### src/rtl/axis_burst_capture_if.sv
// Stream bundle shared by the capture input and FIFO-side output of axis_burst_capture.
interface axis_burst_capture_if #(
  parameter int DATA_WIDTH = 16,
  parameter int USER_WIDTH = 1
);
  logic [DATA_WIDTH-1:0] tdata;
  logic [USER_WIDTH-1:0] tuser;
  logic                  tlast;
  logic                  tvalid;
  logic                  tfull;

  modport master (output tdata, tuser, tlast, tvalid, input tfull);
  modport slave  (input tdata, tuser, tlast, tvalid, output tfull);
endinterface

### src/rtl/axis_burst_capture.sv
// Arm/trigger burst capture feeding a stream FIFO; drops and counts samples while the FIFO is full.
// Optional decimation is built only when AXIS_BURST_CAPTURE_DECIMATION_EN is defined.
module axis_burst_capture #(
  parameter int DATA_WIDTH = 16,
  parameter int USER_WIDTH = 1,
  parameter int LEN_WIDTH  = 16
) (
  input  logic                  clk_i,
  input  logic                  reset_ni,
  axis_burst_capture_if.slave   s_axis_in,
  axis_burst_capture_if.master  m_axis_out,
  input  logic                  arm_i,
  input  logic                  trigger_i,
  input  logic [LEN_WIDTH-1:0]  len_i,
  input  logic [7:0]            decim_i,
  output logic                  busy_o,
  output logic                  done_o,
  output logic [15:0]           overflow_cnt_o
);

  typedef enum logic [1:0] {IDLE, ARMED, CAPTURE} state_t;

  state_t               state;
  logic [LEN_WIDTH-1:0] last_slot;
  logic [LEN_WIDTH-1:0] slot_cnt;
  logic [LEN_WIDTH-1:0] cur_slot;
  logic                 cap_active;
  logic                 phase_hit;
  logic                 take;
  logic                 at_last;
  logic                 unused_in;

  // The source cannot be stalled.
  assign s_axis_in.tfull = 1'b0;

  // The trigger cycle behaves as a CAPTURE cycle with counters already cleared.
  always_comb begin
    cap_active = (state == CAPTURE) || ((state == ARMED) && trigger_i);
    cur_slot   = (state == CAPTURE) ? slot_cnt : '0;
    take       = cap_active && s_axis_in.tvalid && phase_hit;
    at_last    = (cur_slot == last_slot);
  end

`ifdef AXIS_BURST_CAPTURE_DECIMATION_EN
  logic [7:0] decim_q;
  logic [7:0] phase_cnt;
  logic [7:0] cur_phase;

  always_comb begin
    cur_phase = (state == CAPTURE) ? phase_cnt : '0;
    phase_hit = (cur_phase == '0);
  end

  always_ff @(posedge clk_i) begin
    if (!reset_ni) begin
      decim_q   <= '0;
      phase_cnt <= '0;
    end else begin
      if ((state == IDLE) && arm_i && (len_i != '0))
        decim_q <= decim_i;
      if (cap_active && s_axis_in.tvalid)
        phase_cnt <= (cur_phase == decim_q) ? '0 : cur_phase + 8'd1;
    end
  end

  assign unused_in = ^{s_axis_in.tuser, s_axis_in.tlast};
`else
  assign phase_hit = 1'b1;
  assign unused_in = ^{s_axis_in.tuser, s_axis_in.tlast, decim_i};
`endif

  always_ff @(posedge clk_i) begin
    if (!reset_ni) begin
      state             <= IDLE;
      last_slot         <= '0;
      slot_cnt          <= '0;
      busy_o            <= 1'b0;
      done_o            <= 1'b0;
      overflow_cnt_o    <= '0;
      m_axis_out.tdata  <= '0;
      m_axis_out.tuser  <= '0;
      m_axis_out.tlast  <= 1'b0;
      m_axis_out.tvalid <= 1'b0;
    end else begin
      m_axis_out.tvalid <= 1'b0;
      m_axis_out.tuser  <= '0;
      m_axis_out.tlast  <= 1'b0;
      done_o            <= 1'b0;
      case (state)
        IDLE: begin
          if (arm_i && (len_i != '0)) begin
            state     <= ARMED;
            last_slot <= len_i - 1'b1;
            busy_o    <= 1'b1;
          end
        end
        ARMED, CAPTURE: begin
          if (cap_active) begin
            state    <= CAPTURE;
            slot_cnt <= cur_slot;
            if (take) begin
              if (!m_axis_out.tfull) begin
                m_axis_out.tvalid   <= 1'b1;
                m_axis_out.tdata    <= s_axis_in.tdata;
                m_axis_out.tuser[0] <= (cur_slot == '0);
                m_axis_out.tlast    <= at_last;
              end else if (overflow_cnt_o != '1) begin
                overflow_cnt_o <= overflow_cnt_o + 16'd1;
              end
              if (at_last) begin
                state  <= IDLE;
                busy_o <= 1'b0;
                done_o <= 1'b1;
              end else begin
                slot_cnt <= cur_slot + 1'b1;
              end
            end
          end
        end
        default: state <= IDLE;
      endcase
    end
  end

endmodule

### src/flat_wrapper.sv
// flat-port wrapper written by rule: the top's interface ports become plain ports
module axis_burst_capture_flat 
#(
  parameter int DATA_WIDTH = 16,
  parameter int USER_WIDTH = 1,
  parameter int LEN_WIDTH  = 16
)
  (clk_i, reset_ni, arm_i, trigger_i, len_i, decim_i, busy_o, done_o, overflow_cnt_o, s_axis_in_tdata, s_axis_in_tuser, s_axis_in_tlast, s_axis_in_tvalid, s_axis_in_tfull, m_axis_out_tdata, m_axis_out_tuser, m_axis_out_tlast, m_axis_out_tvalid, m_axis_out_tfull);
  axis_burst_capture_if #(.DATA_WIDTH(DATA_WIDTH), .USER_WIDTH(USER_WIDTH)) s_axis_in_i ();
  axis_burst_capture_if #(.DATA_WIDTH(DATA_WIDTH), .USER_WIDTH(USER_WIDTH)) m_axis_out_i ();
  input  logic clk_i;
  input  logic reset_ni;
  input  logic arm_i;
  input  logic trigger_i;
  input  logic [LEN_WIDTH-1:0] len_i;
  input  logic [7:0] decim_i;
  output logic busy_o;
  output logic done_o;
  output logic [15:0] overflow_cnt_o;
  input wire logic [$bits(s_axis_in_i.tdata)-1:0] s_axis_in_tdata;
  input wire logic [$bits(s_axis_in_i.tuser)-1:0] s_axis_in_tuser;
  input wire logic [$bits(s_axis_in_i.tlast)-1:0] s_axis_in_tlast;
  input wire logic [$bits(s_axis_in_i.tvalid)-1:0] s_axis_in_tvalid;
  output wire logic [$bits(s_axis_in_i.tfull)-1:0] s_axis_in_tfull;
  output wire logic [$bits(m_axis_out_i.tdata)-1:0] m_axis_out_tdata;
  output wire logic [$bits(m_axis_out_i.tuser)-1:0] m_axis_out_tuser;
  output wire logic [$bits(m_axis_out_i.tlast)-1:0] m_axis_out_tlast;
  output wire logic [$bits(m_axis_out_i.tvalid)-1:0] m_axis_out_tvalid;
  input wire logic [$bits(m_axis_out_i.tfull)-1:0] m_axis_out_tfull;
  assign s_axis_in_i.tdata = s_axis_in_tdata;
  assign s_axis_in_i.tuser = s_axis_in_tuser;
  assign s_axis_in_i.tlast = s_axis_in_tlast;
  assign s_axis_in_i.tvalid = s_axis_in_tvalid;
  assign s_axis_in_tfull = s_axis_in_i.tfull;
  assign m_axis_out_tdata = m_axis_out_i.tdata;
  assign m_axis_out_tuser = m_axis_out_i.tuser;
  assign m_axis_out_tlast = m_axis_out_i.tlast;
  assign m_axis_out_tvalid = m_axis_out_i.tvalid;
  assign m_axis_out_i.tfull = m_axis_out_tfull;
  axis_burst_capture #(.DATA_WIDTH(DATA_WIDTH), .USER_WIDTH(USER_WIDTH), .LEN_WIDTH(LEN_WIDTH)) u_core (.clk_i(clk_i), .reset_ni(reset_ni), .s_axis_in(s_axis_in_i), .m_axis_out(m_axis_out_i), .arm_i(arm_i), .trigger_i(trigger_i), .len_i(len_i), .decim_i(decim_i), .busy_o(busy_o), .done_o(done_o), .overflow_cnt_o(overflow_cnt_o));
endmodule
### config.mk
export PLATFORM = sky130hd
export DESIGN_NAME = axis_burst_capture_flat
export DESIGN_NICKNAME = d
export VERILOG_FILES = /design/src/rtl/axis_burst_capture_if.sv /design/src/rtl/axis_burst_capture.sv /design/src/flat_wrapper.sv
export SDC_FILE = /design/constraint.sdc
export NUM_CORES = 1
export LEC_CHECK = 0
export CAP_MARGIN = 15
export CORE_UTILIZATION = 55
export DETAILED_ROUTE_END_ITERATION = 16
export MAX_ROUTING_LAYER = met4
export PLACE_DENSITY = 0.92
export SYNTH_ARGS = -nofsm -noshare
export SYNTH_HDL_FRONTEND = slang
export SYNTH_SLANG_ARGS = --single-unit
### constraint.sdc
create_clock -name clk_i -period 4.1 [get_ports clk_i]
set_input_delay 0.82 -clock clk_i [delete_from_list [all_inputs] [get_ports clk_i]]
set_output_delay 0.82 -clock clk_i [all_outputs]
set_load 0.01 [all_outputs]
Congestion heat map:
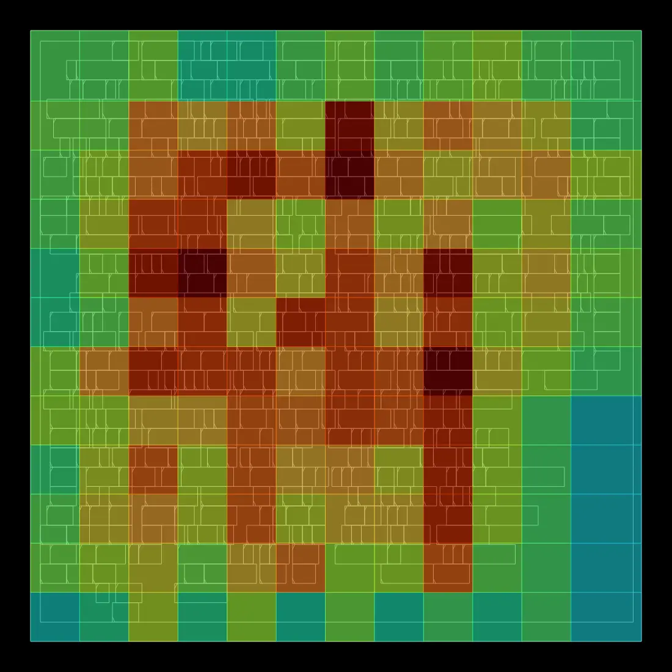
layer with the highest usage: met2
met3 GRT Util: 0.0404

Selected gate families:
Scale: 4 px per um.
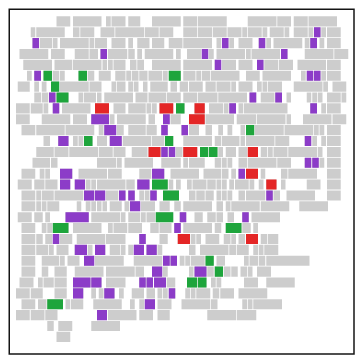
color	family	cells	most used
green	and/or cells	21	and3_1
red	non-inverting ao/oa cells	11	a31o_2
purple	aoi and oai cells	69	a21oi_1
Commonest Layout Cell: nand2_1
logic share of the area: 0.470
Layout Cells excl Fill: 644

M3 wires:
Scale: 6 px per um.
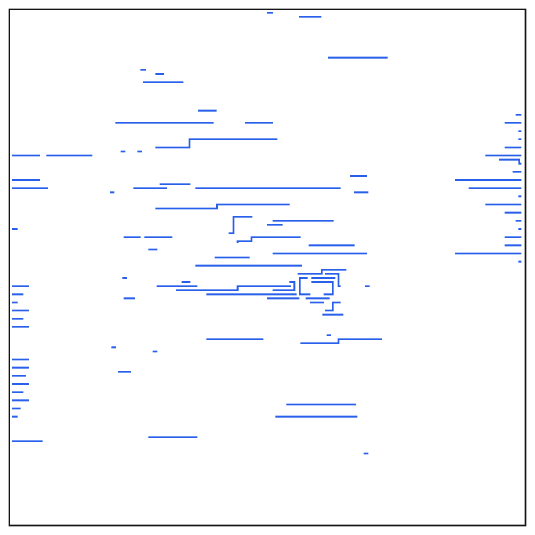
share of all routed wire	5.1%
wire length on this layer	483 um
main direction	horizontal
nets with wire on the layer	73
longest straight run	23.9 um
via count: 3783
routed wire length: 9.57 mm

Cells by drive strength:
Scale: 4 px per um.
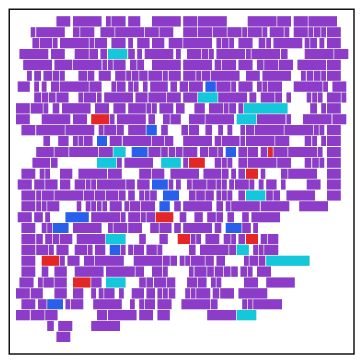
color	size	cells	share
purple	x1 and smaller	513	94%
cyan	x6 and larger	13	2.4%
red	x2	9	1.6%
blue	x3 and x4	13	2.4%
synthesis-to-finish area growth: 25.4%
design area: 4840 um2
Buffers excl. clock: 78

Cells colored by class:
Scale: 4 px per um. Fill, decap, tap and diode cells in gray.
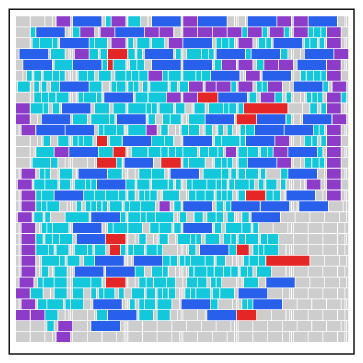
color	class	cells
cyan	remaining logic cells	383
blue	sequential cells	71
purple	remaining buffers and delay cells	78
red	clock drivers and dummy loads	16
core area: 6790 um2
Rows: 30
register share of the cell area: 0.294
utilization after layout: 0.713

==> ci_impl_report.md <==
## Synthesis and layout report

| Metric | Value |
|---|---|
| Status | completed |
| Placed cell count | about 630 |
| Sum of buffers and inverters on the critical path | 1 |
| Fin crit period | about 2800 ps |
| Worst-path cell chain | clkdlybuf4s50_1 -> nor4_1 -> nand4b_1 -> o21ai_4 -> nor2_4 -> and3_4 -> o31a_1 |
| Min-delay src | u_core.m_axis_out.tdata[7] |
| Synth Register Bits | approximately 71 |
| Hold endpoint | u_core.m_axis_out.tdata[7] |
| Delay-heaviest family, CP | simple AND/OR/NAND/NOR gates |
| Die Span Y | between 80 and 90 um |
| CTS clock-pin slew for the worst setup and hold paths | 80 ps |
| Post-synth ARST share | 0 |
| Slew headroom | 0.354 |
| # H-tree levels | 3 |
| Sink Count | between 70 and 80 |
| Final setup fails | 0 |
| Die width | ~86 um |
| DRT iter0 DRCs | ~320 |
| Routability cong. | around 0.8 |
| Top cell area share | 0.368 |
| ANT nets after route | 0 |
| Skew-Pair Late Insertion Delay | approximately 360 ps |
| Logic gate share of total power | 0.237 |
| Yosys top cell by instances | nand2_1 |
| Fin. Hold Viols | 0 |
| Critical Path RT | roughly 4400 ps |
| Worst Tran Pin Value | a little under 1000 ps |
| Total Nets Final | approximately 600 |
| First-pass GRT wire length | 15.6 mm |
| Post-synth area from yosys stat | between 3000 and 4000 um2 |
| R2r endpoint | u_core.m_axis_out.tuser |
| Setup crit end kind | register |
| Post-synth EDFFs | 0 |
| Worst path max stage delay | 610 ps |
| Syn Nets | roughly 540 |
| Initial core utilization | 0.569 |
| Synth Seq Share | 0.368 |
| Post-route DRC | 0 |
| Psw | approximately 600 uW |
| Largest cells by area | dfxtp_1 (37%), nand2_1 (7.8%), xnor2_1 (5.4%) |
| Leak | roughly 0.0017 uW |
| Total of max-cap violations | 0 |
| Setup_tns | 0 ps |
| Yosys warning tally | 0 |
| CTS root buf | clkbuf_8 |
| Area leader, netlist | dfxtp_1 |
| Yosys stat cell total | 481 |
| Final-report max-slew violation count | 0 |
| Hold Path Stages | 2 |
| Dominant Register Cell | dfxtp_1 |
| Post-CTS setup buffers | 0 |
| Cts hold-fix bufs | 0 |
| RSZ-0062 raised after global routing | false |
| Cell Type Count | between 50 and 60 |
| Fin crit share | 0.692 |
| Post-route total power | between 1500 and 2000 uW |
| Hold WS | 455 ps |
| FMAX | around 0.35 GHz |
| Chip area | around 7400 um2 |
| Switching share of power | 0.321 |
| CP Class | in2reg |
| Post-Syn Instances | ~480 |
| CTS tree | done |
| CTS resizes | 0 |
| Min-Delay Path Class | reg2reg |
| Io pins | approximately 86 |
| Routed length per placed instance | about 15 um |
| GRT Total Usage | 0.273 |
| Vias/cell | slightly below 6 |
| Internal reg-to-reg setup slack | ~1600 ps |
| Clock Power Share | 0.339 |
| Vias in the first global route | 3578 |
| Seq pwr share | 0.424 |
| Worst Path Arrival | around 3000 ps |
| Max VDD drop | roughly 0.25 mV |
| Final HPWL DP | roughly 6.6 mm |
| Syn avg cell area | about 8.0 um2 |
| Worst clock skew | approximately 8.8 ps |
| Worst setup SP type | primary input |
| Worst Path Max Fanout | 32 |
| Largest net degree at the start of global routing | between 50 and 60 |
| IO Port Bufs | ~74 |
| Initial antenna violation count | 0 |
| Worst reg-to-reg path cell count | 8 |
| Cts bufs inserted | 9 |
| Pwr dens | 387 nW/um2 |
| Synth top cells by count | nand2_1 (80), dfxtp_1 (71), nor2_1 (50) |
| Drt pass-1 iters | 6 |
| Internal | 1270 uW |
| Total gr overflow | 0 |
| Crit-path slowest cell | nor4_1 |
| Crit Reg-Reg Startpoint | u_core.state[0] |
| ANT cells | 0 |
| Layout cells sized above 1 | 0.0639 |
| Mapped Area | between 3000 and 4000 um2 |
| Clk buf depth | 2 |
| Tool Warnings | 41 |
worst reg2reg max path, stage by stage (launching register included):
cell and delay, ps:
dfxtp_1 330, inv_1 110, ha_1 150, buf_4 300
o21a_1 290, and2_1 420, nand2b_1 440, nor2_1 250
and3_1 170
sequential cells by signal (all words and copies together), names as in the netlist:
register                  cells
u_core.last_slot             16
u_core.m_axis_out.tdata      16
u_core.overflow_cnt_o        16
u_core.slot_cnt              16
u_core.state                  2
u_core.busy_o                 1
u_core.done_o                 1
u_core.m_axis_out.tlast       1
u_core.m_axis_out.tuser       1
u_core.m_axis_out.tvalid      1
routing by layer:
metal	track usage	wire [um]	part of all wire
met5	-	0	0
met2	0.471	4780	0.50
met1	0.305	3950	0.41
met3	0.0404	483	0.050
met4	0.148	354	0.037
layout by cell type, fill, tap and decap left out, drive strengths merged, types with 5 or more instances in the layout:
cell type | synthesis | final
nand2 | 80 | 80
clkdlybuf4s50 | 0 | 74
dfxtp | 71 | 71
nor2 | 51 | 51
nand3 | 32 | 32
a21oi | 29 | 29
xnor2 | 24 | 24
nand4 | 17 | 17
o21ai | 14 | 14
nor3 | 13 | 13
mux2i | 13 | 13
a211oi | 12 | 12
inv | 9 | 11
clkbuf | 17 | 10
ha | 9 | 9
xor2 | 8 | 8
nor4bb | 7 | 7
and3 | 7 | 7
a22oi | 5 | 5
nor4 | 5 | 5
layout make-up:
type | count | area (um2)
multi-input combinational | 374 | 2280
fill | 530 | 1950
sequential | 71 | 1420
timing repair buffer | 78 | 771
clock buffer | 10 | 128
tap | 96 | 120
clock inverter | 6 | 92.6
inverter | 9 | 33.8
how the worst max path moves through the flow:
stage | startpoint | to | slack, ps | depth (start not counted)
after floorplan | len_i[9] | u_core.busy_o | 1660 | 6
after global placement | len_i[9] | u_core.busy_o | 950 | 7
after detailed placement | len_i[3] | u_core.busy_o | 920 | 7
after CTS | len_i[3] | u_core.busy_o | 1280 | 7
after global routing | len_i[3] | u_core.busy_o | 1080 | 7
final | len_i[3] | u_core.busy_o | 1260 | 7
through the flow:
| step | instance area, um2 | setup WS [ps] |
|---|---|---|
| 6_report | 4840 | 1260 |
| 2_1_floorplan | 3860 | 1660 |
| 3_3_place_gp | 4620 | 953 |
| 4_1_cts | 4840 | 1280 |
| 5_1_grt | 4840 | 1080 |
| 3_5_place_dp | 4620 | 918 |
power groups by stage:
stage | Sequential (uW) | Combinational [uW] | Clock, uW
6_report | 796 | 444 | 635
5_1_grt | 804 | 485 | 662
4_1_cts | 795 | 437 | 634
3_5_place_dp | 810 | 431 | 0
3_3_place_gp | 805 | 405 | 0
2_1_floorplan | 801 | 324 | 0
logic make-up (layout without fill, tap and decap cells):
logic type	after synthesis	after routing	synth area share
and+or+nand+nor	238	238	0.310
AOI/OAI and AO/OA	80	80	0.140
DFF	71	71	0.368
buffers and inverters	36	103	0.0428
xor gates and xnor gates	32	32	0.0726
muxes	14	14	0.0366
adders and majority gates	9	9	0.0292
other	1	1	0.000971
Power figures rest on the tool's default switching activity, not on a simulated workload.
